==> images/gates.png <==
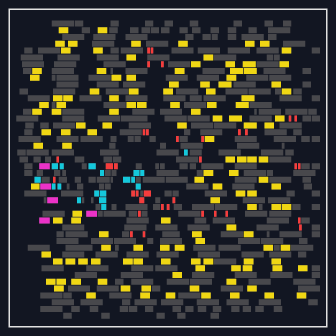
==> images/ff_map.png <==
Other sequential cells in the stronger grey, the rest of the logic in the fainter grey.
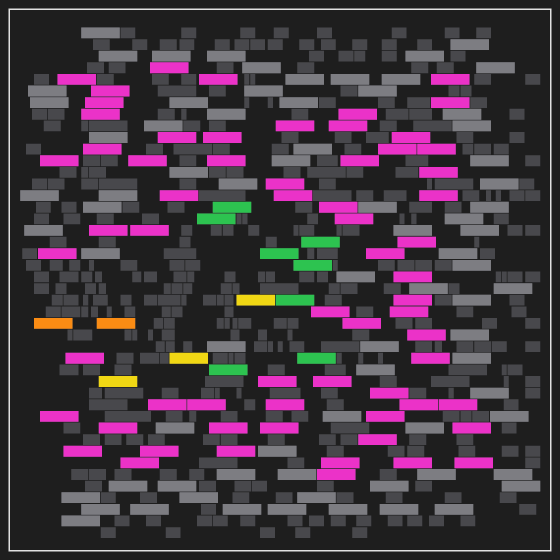
==> images/clock_nets.png <==
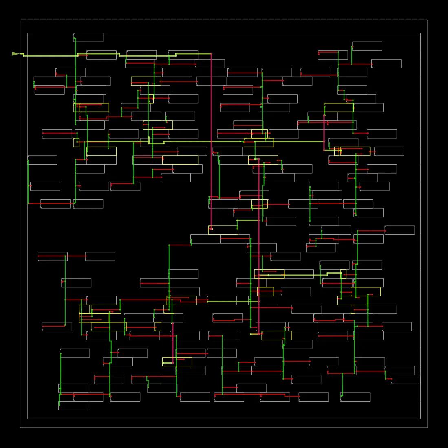
`src/rtl/i2c_pkg.sv`:
```
// Shared encodings for the I2C slave register file: protocol states and byte layout.
package i2c_pkg;

    typedef enum logic [1:0] {
        S_IDLE    = 2'd0,
        S_STARTED = 2'd1,
        S_GET_PTR = 2'd2,
        S_DATA    = 2'd3
    } state_t;

    localparam int BYTE_W = 8;
    localparam int RW_BIT = 0;

endpackage

```
`src/rtl/i2c_regfile_bank.sv`:
```
// Register bank: stages incoming bytes in a shadow copy and commits all staged
// registers at once, so a multi-byte value never appears half-written.
module i2c_regfile_bank
    import i2c_pkg::*;
#(
    parameter int NUM_REGS = 8,
    parameter int PTR_BITS = 3
) (
    input  logic                       clk,
    input  logic                       rst_n,
    input  logic                       stage_en,
    input  logic [PTR_BITS-1:0]        stage_idx,
    input  logic [BYTE_W-1:0]          stage_data,
    input  logic                       commit,
    input  logic                       discard,
    output logic [BYTE_W*NUM_REGS-1:0] regs_out,
    output logic                       update,
    output logic [NUM_REGS-1:0]        update_mask
);

    logic [BYTE_W-1:0]          shadow_q [NUM_REGS];
    logic [BYTE_W-1:0]          shadow_d [NUM_REGS];
    logic [NUM_REGS-1:0]        pend_mask_q, pend_mask_d;
    logic [BYTE_W*NUM_REGS-1:0] regs_q, regs_d;
    logic                       update_q, update_d;
    logic [NUM_REGS-1:0]        update_mask_q, update_mask_d;

    always_comb begin
        shadow_d      = shadow_q;
        pend_mask_d   = pend_mask_q;
        regs_d        = regs_q;
        update_d      = 1'b0;
        update_mask_d = update_mask_q;
        if (commit) begin
            // An empty transaction commits nothing and must not pulse update.
            if (pend_mask_q != '0) begin
                for (int i = 0; i < NUM_REGS; i++) begin
                    if (pend_mask_q[i]) begin
                        regs_d[BYTE_W*i +: BYTE_W] = shadow_q[i];
                    end
                end
                update_d      = 1'b1;
                update_mask_d = pend_mask_q;
            end
            pend_mask_d = '0;
        end else if (discard) begin
            pend_mask_d = '0;
        end else if (stage_en) begin
            shadow_d[stage_idx]    = stage_data;
            pend_mask_d[stage_idx] = 1'b1;
        end
    end

    always_ff @(posedge clk or negedge rst_n) begin
        if (!rst_n) begin
            for (int i = 0; i < NUM_REGS; i++) begin
                shadow_q[i] <= '0;
            end
            pend_mask_q   <= '0;
            regs_q        <= '0;
            update_q      <= 1'b0;
            update_mask_q <= '0;
        end else begin
            shadow_q      <= shadow_d;
            pend_mask_q   <= pend_mask_d;
            regs_q        <= regs_d;
            update_q      <= update_d;
            update_mask_q <= update_mask_d;
        end
    end

    assign regs_out    = regs_q;
    assign update      = update_q;
    assign update_mask = update_mask_q;

endmodule

```
`src/rtl/i2c_slave_regfile.sv`:
```
// Byte-level write-only I2C slave: address byte, register pointer, then
// auto-incrementing data bytes committed to the bank on stop.
module i2c_slave_regfile
    import i2c_pkg::*;
#(
    parameter logic [6:0] I2C_ADDRESS = 7'h00,
    parameter int         NUM_REGS    = 8,
    parameter int         PTR_BITS    = 3
) (
    input  logic                       clk,
    input  logic                       reset,
    input  logic                       start,
    input  logic                       stop,
    input  logic                       wr,
    input  logic [BYTE_W-1:0]          write_data,
    output logic                       wr_ack,
    output logic [BYTE_W*NUM_REGS-1:0] regs_out,
    output logic                       update,
    output logic [NUM_REGS-1:0]        update_mask
);

    state_t              state_q, state_d;
    logic [PTR_BITS-1:0] ptr_q, ptr_d;
    logic                wr_ack_q, wr_ack_d;
    logic                stage_en, commit, discard;

    always_comb begin
        state_d  = state_q;
        ptr_d    = ptr_q;
        wr_ack_d = wr_ack_q;
        stage_en = 1'b0;
        commit   = 1'b0;
        discard  = 1'b0;
        if (start) begin
            // Repeated start abandons anything staged by the previous transaction.
            state_d = S_STARTED;
            discard = 1'b1;
        end else if (stop) begin
            commit  = (state_q == S_GET_PTR) || (state_q == S_DATA);
            state_d = S_IDLE;
        end else if (wr) begin
            unique case (state_q)
                S_IDLE: wr_ack_d = 1'b0;
                S_STARTED: begin
                    if (write_data[BYTE_W-1:1] == I2C_ADDRESS && write_data[RW_BIT] == 1'b0) begin
                        wr_ack_d = 1'b1;
                        state_d  = S_GET_PTR;
                    end else begin
                        wr_ack_d = 1'b0;
                        state_d  = S_IDLE;
                    end
                end
                S_GET_PTR: begin
                    if ({1'b0, write_data} < 9'(NUM_REGS)) begin
                        ptr_d    = write_data[PTR_BITS-1:0];
                        wr_ack_d = 1'b1;
                        state_d  = S_DATA;
                    end else begin
                        wr_ack_d = 1'b0;
                        discard  = 1'b1;
                        state_d  = S_IDLE;
                    end
                end
                S_DATA: begin
                    stage_en = 1'b1;
                    ptr_d    = ptr_q + 1'b1;
                    wr_ack_d = 1'b1;
                end
                default: state_d = S_IDLE;
            endcase
        end
    end

    always_ff @(posedge clk or negedge reset) begin
        if (!reset) begin
            state_q  <= S_IDLE;
            ptr_q    <= '0;
            wr_ack_q <= 1'b0;
        end else begin
            state_q  <= state_d;
            ptr_q    <= ptr_d;
            wr_ack_q <= wr_ack_d;
        end
    end

    assign wr_ack = wr_ack_q;

    i2c_regfile_bank #(
        .NUM_REGS (NUM_REGS),
        .PTR_BITS (PTR_BITS)
    ) u_bank (
        .clk         (clk),
        .rst_n       (reset),
        .stage_en    (stage_en),
        .stage_idx   (ptr_q),
        .stage_data  (write_data),
        .commit      (commit),
        .discard     (discard),
        .regs_out    (regs_out),
        .update      (update),
        .update_mask (update_mask)
    );

endmodule

```
`config.mk`:
```
export PLATFORM = sky130hd
export DESIGN_NAME = i2c_slave_regfile
export DESIGN_NICKNAME = d
export VERILOG_FILES = /design/src/rtl/i2c_pkg.sv /design/src/rtl/i2c_regfile_bank.sv /design/src/rtl/i2c_slave_regfile.sv
export SDC_FILE = /design/constraint.sdc
export NUM_CORES = 1
export LEC_CHECK = 0
export CELL_PAD_IN_SITES_DETAIL_PLACEMENT = 0
export CELL_PAD_IN_SITES_GLOBAL_PLACEMENT = 2
export CORE_MARGIN = 2
export CORE_UTILIZATION = 40
export DETAILED_ROUTE_END_ITERATION = 8
export GPL_TIMING_DRIVEN = 1
export PLACE_DENSITY_LB_ADDON = 0.08
export SYNTH_ARGS = -nofsm -noshare
export SYNTH_HDL_FRONTEND = slang
export SYNTH_SLANG_ARGS = --single-unit
```
`constraint.sdc`:
```
create_clock -name clk -period 4.3 [get_ports clk]
set_clock_uncertainty 0.1 [all_clocks]
set_input_delay 1.29 -clock clk [delete_from_list [all_inputs] [get_ports clk]]
set_output_delay 1.29 -clock clk [all_outputs]
set_load 0.01 [all_outputs]
```
==> impl_metrics.env <==
# yosys + openroad results
export IMPL_status="finished, final reports clean"
export IMPL_drv_cap=0
export IMPL_power_share_sequential_pct=48.3
export IMPL_yosysUniqueCellTypes=47
export IMPL_async_flop_share_pct=100
export IMPL_edf_count=0
export IMPL_fp_utilization_pct=41.1
export IMPL_grt_total_usage_pct=17.1
export IMPL_diodes=0
export IMPL_grt_pass1_vias=3652
export IMPL_use_met2_pct=26.2
export IMPL_drc=0
export IMPL_dp_hpwl_um=8680
export IMPL_clk_pin_slew_ns=0.06
export IMPL_worstPathCellList="clkdlybuf4s50_1, or4_1, o21a_4, or4b_1, mux2_4"
export IMPL_cp_buffers_inverters=1
export IMPL_slew_violations=0
export IMPL_end_kind="flop"
export IMPL_syn_num_nets=412
export IMPL_finalSetupViolations=0
export IMPL_drt_pass1_iterations=4
export IMPL_placed_cell_area_um2=7160
export IMPL_portBuffers=86
export IMPL_maxUsedRoutingLayer="met4"
export IMPL_vdd_drop_max_mv=0.256
export IMPL_met1_usage_pct=24.1
export IMPL_relSlewSlack_pct=30.5
export IMPL_wl_met3_um=413
export IMPL_cts_resized=0
export IMPL_startpoint_type="input pin"
export IMPL_cts_path_max_buffers=2
export IMPL_syn_inst=394
export IMPL_cp_top_family="simple AND/OR/NAND/NOR gates"
export IMPL_ys_chip_area_um2=5990
export IMPL_fin_ws_ns=0.557
export IMPL_routed_wl_um=13000
export IMPL_vias_per_cell=5.09
export IMPL_startpoint="write_data[4]"
export IMPL_cpMaxStageDelayCell="or4b_1"
export IMPL_setup_worst_path_end="u_bank.shadow_q[7]"
export IMPL_gr_total_overflow=0
export IMPL_antenna_found_initial=0
export IMPL_grt_pass1_wl_um=20700
export IMPL_flop_cell="dfrtp_1"
export IMPL_crit_type="in2reg"
export IMPL_whs_path_depth=2
export IMPL_power_report_internal_total_uw=2350
export IMPL_yosys_top_cells_count="dfrtp_1 (151), mux2_2 (122), nand2_1 (29)"
export IMPL_fmax_mhz=267
export IMPL_reg2reg_setup_slack_ns=1.61
export IMPL_yosys_top_cells_area="dfrtp_1 (63%), mux2_2 (23%), mux2_4 (2.0%)"
export IMPL_worstPathRequired_ns=4.50
export IMPL_core_um2=14600
export IMPL_switching_share_pct=20.6
export IMPL_warnings=29
export IMPL_gp_congestion=0.765
export IMPL_drt_initial_drc_count=130
export IMPL_io_pins=87
export IMPL_rsz0062_at_grt="no"
export IMPL_top_area_share_pct=63.0
export IMPL_p_seq_uw=1430
export IMPL_die_h_um=126
export IMPL_final_util_pct=53.0
export IMPL_fin_crit_ns=3.74
export IMPL_place_ws_ns=0.129
export IMPL_min_delay_start="u_bank.update_mask[1]"
export IMPL_die_x_um=126
export IMPL_rows=44
export IMPL_layout_top_cells="dfrtp_1 (151), mux2_2 (122), clkdlybuf4s50_1 (85)"
export IMPL_min_path_type="reg2reg"
export IMPL_p_switching_uw=611
export IMPL_whs_ns=0.370
export IMPL_final_cell_area_um2=7730
export IMPL_drt_met1_wl_um=6290
export IMPL_tritoncts="done"
-- gates.png (at the start) --
family	colour	cells
nand cells	red	34
mux cells	yellow	131
aoi and oai cells	cyan	18
fa/ha/maj cells	magenta	5

-- ff_map.png (at the start) --
name in the netlist	colour	flops
ptr_q	yellow	3
u_bank.pend_mask_q	green	8
u_bank.shadow_q	magenta	64
state_q	orange	2
not coloured	74

-- clock_nets.png (at the start) --
FFs & Latches: 151
clk sink count: 151
P_clk: 1440 uW
TritonCTS Buffers: 17

## registers in the layout (all words and copies together) (netlist names)
register,flops
u_bank.update,1
u_bank.regs_out,64
wr_ack,1
u_bank.pend_mask_q,8
u_bank.shadow_q,64
u_bank.update_mask,8
state_q,2
ptr_q,3
## area by class of cell
type | count | area [um^2] | area share (%)
Clock buffer | 23 | 478 | 6.18
Multi-Input combinational cell | 225 | 2120 | 27.4
Timing Repair Buffer | 104 | 1010 | 13.1
Inverter | 4 | 15.0 | 0.194
Clock inverter | 8 | 97.6 | 1.26
Sequential cell | 151 | 3780 | 48.9
Tap cell | 184 | 230 | 2.98
## kinds of logic after synthesis
family | share of synthesized area (%)
fa+ha+maj | 1.04
flops | 63.0
buf+inv | 1.54
mux | 25.1
simple gates | 5.78
compound gates | 3.49
Power figures rest on the tool's default switching activity, not on a simulated workload.
